<file path="config.mk">
export PLATFORM = sky130hd
export DESIGN_NAME = reg_wr_decoder
export DESIGN_NICKNAME = d
export VERILOG_FILES = /design/src/rtl/proc_pkg.sv /design/src/rtl/dec_onehot.sv /design/src/rtl/reg_wr_decoder.sv
export SDC_FILE = /design/constraint.sdc
export NUM_CORES = 1
export LEC_CHECK = 0
export CAP_MARGIN = 40
export CORE_MARGIN = 1
export CORE_UTILIZATION = 42
export CTS_CLUSTER_DIAMETER = 40
export DETAILED_ROUTE_END_ITERATION = 8
export GPL_ROUTABILITY_DRIVEN = 0
export GPL_TIMING_DRIVEN = 0
export PLACE_DENSITY_LB_ADDON = 0.05
export REMOVE_ABC_BUFFERS = 1
export SETUP_SLACK_MARGIN = 0.5
export SYNTH_ARGS = -nofsm -noshare
export SYNTH_HDL_FRONTEND = slang
export SYNTH_SLANG_ARGS = --single-unit
</file>
<file path="constraint.sdc">
create_clock -name clk -period 5.8 [get_ports clk]
set_input_delay 1.45 -clock clk [delete_from_list [all_inputs] [get_ports clk]]
set_output_delay 1.45 -clock clk [all_outputs]
set_load 0.005 [all_outputs]
</file>
<file path="src/rtl/proc_pkg.sv">
// proc_pkg: shared definitions for the register-file write path.
//   REGSEL_W     - default register-select width (4 destinations).
//   SEL_MAX_W    - widest select any decode site may use.
//   ONEHOT_MAX_N - width of the vector returned by onehot_dec.
//   onehot_dec() - select/enable to one-hot decode. The result is always
//                  ONEHOT_MAX_N bits wide; callers size-cast it to their
//                  own destination count.
package proc_pkg;

  localparam int REGSEL_W     = 2;
  localparam int SEL_MAX_W    = 5;
  localparam int ONEHOT_MAX_N = 1 << SEL_MAX_W;

  function automatic logic [ONEHOT_MAX_N-1:0] onehot_dec(
    input logic [SEL_MAX_W-1:0] sel,
    input logic                 en
  );
    logic [ONEHOT_MAX_N-1:0] v;
    v      = '0;
    v[sel] = en;
    return v;
  endfunction

endpackage

</file>
<file path="src/rtl/dec_onehot.sv">
// dec_onehot: combinational SEL_W-to-2**SEL_W one-hot decoder with enable.
// Ports:
//   en   in  1          decode enable; dout is all zeros when low
//   sel  in  SEL_W      destination index
//   dout out 2**SEL_W   one-hot strobe
module dec_onehot
  import proc_pkg::*;
#(
  parameter int SEL_W = REGSEL_W
) (
  input  logic                    en,
  input  logic [SEL_W-1:0]        sel,
  output logic [(1 << SEL_W)-1:0] dout
);

  localparam int N = 1 << SEL_W;

  // The shared function decodes into the widest vector; keep the low N bits.
  assign dout = N'(onehot_dec(SEL_MAX_W'(sel), en));

endmodule

</file>
<file path="src/rtl/reg_wr_decoder.sv">
// reg_wr_decoder: registered two-channel register-file write-select decoder.
// Decodes each channel's (en, sel) into a one-hot write strobe, resolves
// same-destination conflicts (the PRIO1 channel wins), and counts conflicts
// in a saturating counter. All outputs are registered; there is no
// combinational path from inputs to outputs.
// Ports:
//   clk          in  1        system clock, rising edge
//   rst          in  1        synchronous active-high reset
//   en0, sel0    in  1,SEL_W  channel 0 enable and destination
//   en1, sel1    in  1,SEL_W  channel 1 enable and destination
//   stall        in  1        hold all outputs and the counter
//   flush        in  1        zero the strobes next cycle (counter holds)
//   dout0        out N        registered strobe, channel 0
//   dout1        out N        registered strobe, channel 1
//   dout_any     out N        registered dout0 | dout1
//   valid        out 1        registered: any strobe bit set
//   conflict     out 1        registered: strobes came from a conflict
//   conflict_cnt out CNT_W    saturating count of accepted conflicts
// Update priority on each edge: rst > flush > stall > normal decode.
module reg_wr_decoder
  import proc_pkg::*;
#(
  parameter int SEL_W = REGSEL_W,
  parameter int CNT_W = 8,
  parameter bit PRIO1 = 1'b1
) (
  input  logic                    clk,
  input  logic                    rst,
  input  logic                    en0,
  input  logic [SEL_W-1:0]        sel0,
  input  logic                    en1,
  input  logic [SEL_W-1:0]        sel1,
  input  logic                    stall,
  input  logic                    flush,
  output logic [(1 << SEL_W)-1:0] dout0,
  output logic [(1 << SEL_W)-1:0] dout1,
  output logic [(1 << SEL_W)-1:0] dout_any,
  output logic                    valid,
  output logic                    conflict,
  output logic [CNT_W-1:0]        conflict_cnt
);

  localparam int N = 1 << SEL_W;

  logic [N-1:0] d0_raw;
  logic [N-1:0] d1_raw;
  logic [N-1:0] d0_nxt;
  logic [N-1:0] d1_nxt;
  logic         hit;

  dec_onehot #(.SEL_W(SEL_W)) u_dec0 (
    .en   (en0),
    .sel  (sel0),
    .dout (d0_raw)
  );

  dec_onehot #(.SEL_W(SEL_W)) u_dec1 (
    .en   (en1),
    .sel  (sel1),
    .dout (d1_raw)
  );

  assign hit = en0 & en1 & (sel0 == sel1);

  // The losing channel is squashed so the two strobes never overlap.
  always_comb begin
    d0_nxt = d0_raw;
    d1_nxt = d1_raw;
    if (hit) begin
      if (PRIO1) d0_nxt = '0;
      else       d1_nxt = '0;
    end
  end

  always_ff @(posedge clk) begin
    if (rst) begin
      dout0        <= '0;
      dout1        <= '0;
      dout_any     <= '0;
      valid        <= 1'b0;
      conflict     <= 1'b0;
      conflict_cnt <= '0;
    end else if (flush) begin
      // Counter deliberately holds: a squashed conflict was never accepted.
      dout0    <= '0;
      dout1    <= '0;
      dout_any <= '0;
      valid    <= 1'b0;
      conflict <= 1'b0;
    end else if (!stall) begin
      dout0    <= d0_nxt;
      dout1    <= d1_nxt;
      dout_any <= d0_nxt | d1_nxt;
      valid    <= |(d0_nxt | d1_nxt);
      conflict <= hit;
      if (hit && (conflict_cnt != {CNT_W{1'b1}})) begin
        conflict_cnt <= conflict_cnt + CNT_W'(1);
      end
    end
  end

endmodule

</file>
### Cell outlines without signal wires

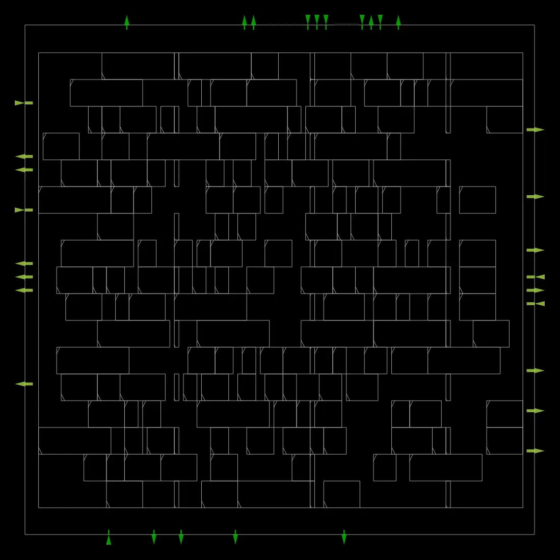
flop count: 22
Tap Cells: 28

### Clock wires, drivers and flops

The bar under the picture is 20 um long.
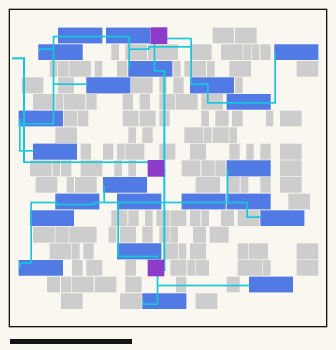
[cyan] clock wires | length: 286 um
[purple] cells driving clock nets | count: 3
[blue] flip-flops | count: 22
routed clock nets: 4
Clock Power: 84.3 uW
Clock Skews: 1.131 ps
Clock power frac: 31.5%
clock latency on the worst-skew pair: 310 ps

==> run notes <==
impl run done, here's what came out: status=finished clean, clk sinks=22, inverters=2, Crit path buffers/inverters=1, Non-clock buffer share=22.59%, Crit path arrival time=3960 ps, CP Capture Point=conflict_cnt[5], CP top delay family=simple AND/OR/NAND/NOR gates, # DRC=0, Pint=205.7 uW, comb area leader=simple AND/OR/NAND/NOR gates, vias per cell=5.320, initial antenna violation count=0, power per cell area=195.2 nW/um2, Net count, final=between 150 and 200, most frequent cells in the layout=31 x clkdlybuf4s50_1, 22 x dfxtp_1, 21 x nor2_1, Yosys top cell by instances=dfxtp_1, Max Freq=267.0 MHz, Max IR drop VDD=122.5 uV, Slew Viols, Final=0, crit end category=flop, DIE AREA=2682 um2, crit path max-delay cell type=clkdlybuf4s50_1, OpenROAD warning count=25, register share of the cell area=~32%, number of synthesized flops with an enable pin=0, Pleak=0.0004548 uW, RSZ-0062 raised after global routing=no, Mapped Area=around 1000 um2, final antenna-violating net count=0, router iterations before antenna repair=4, #FFs+latches synth=22, CTS tree=done, worst r2r src=conflict_cnt[0], Post-CTS Hold Buffers=0, routed len/inst=11.96 um, Synth async-reset ratio=0%, vias post-DR=963, Max-area cell class=combinational gates, Final TNS setup=0 ps, Area growth syn-to-layout=31.97%, Seq pwr share=about 57%, Post-CTS Setup Inserts=0, Sw Ratio=a little under a quarter, share of cells above drive strength 1=5.229%, P_comb=29.9 uW, clock-cell share of area=approximately 2.6%, Multi-In Gates=around 94, clk buf depth=2, number of non-clock buffers in the layout=31, R2R depth=5, Post-CTS Resized=0, synth cell count leaders=22 x dfxtp_1, 21 x nor2_1, 16 x a21oi_1, 7 x nand2_1, logic share of the area=between 30% and 40%, Worst-path clk slew=120 ps, crit path max fanout=25, Setup CP Type=in2reg, Seq share, synth=between 40% and 50%, WHS Endpoint=dout0[2], Root Driver=clkbuf_4, P_seq=154 uW, final-report setup violation count=0, Placeable Area=2276 um2, worst hold start=dout0[2], area fraction in compound gates=between 10% and 20%, max-cap violations=0, R2R Setup Slk=between 4000 and 5000 ps, HP Class=reg2reg, Chip Area, Yosys=~1000 um2, Dominant Register Cell=dfxtp_1, clock period minus worst slack=3746 ps, Switch Pwr=62.45 uW
### Pin placement

Pins as bars across the die edge, other pins in gray.
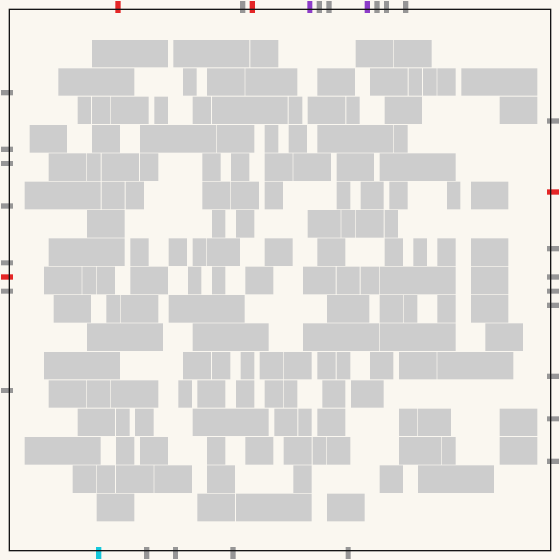
| color | port | pins | direction | edge |
|---|---|---|---|---|
| cyan | `rst` | 1 | input | bottom |
| purple | `sel0` | 2 | input | top |
| red | `dout0` | 4 | output | 2 top, 1 left, 1 right |
die height: 51.79 um
PortBufs: 31
DIE WIDTH: 51.79 um

==> sequential cells by signal, summed over array words and instances (netlist names) <==
name          cells
conflict_cnt      8
dout_any          4
conflict          1
dout1             4
valid             1
dout0             4
==> per-stage QoR <==
stage | utilization (%) | area, um2 | hold slack [ps] | setup slack [ps] | cells
after floorplan | - | 992.2 | 455.2 | 2853 | 118
after detailed placement | 58.77 | 1338 | 456.7 | 1788 | 177
after global placement | 58.77 | 1338 | 449.3 | 1761 | 177
final | 60.36 | 1374 | 471.6 | 2054 | 181
after CTS | 60.36 | 1374 | 473.6 | 2117 | 181
after global routing | 60.36 | 1374 | 519.9 | 1975 | 181
==> layer usage <==
layer	GRT usage, %	vias up	share of wire, %
met2	24.46	24	40
met1	23.56	434	53
met3	3.509	5	4.1
met5	0	-	0
met4	10.81	0	2.3
li1	-	500	-
Power and IR drop assume default switching activity.
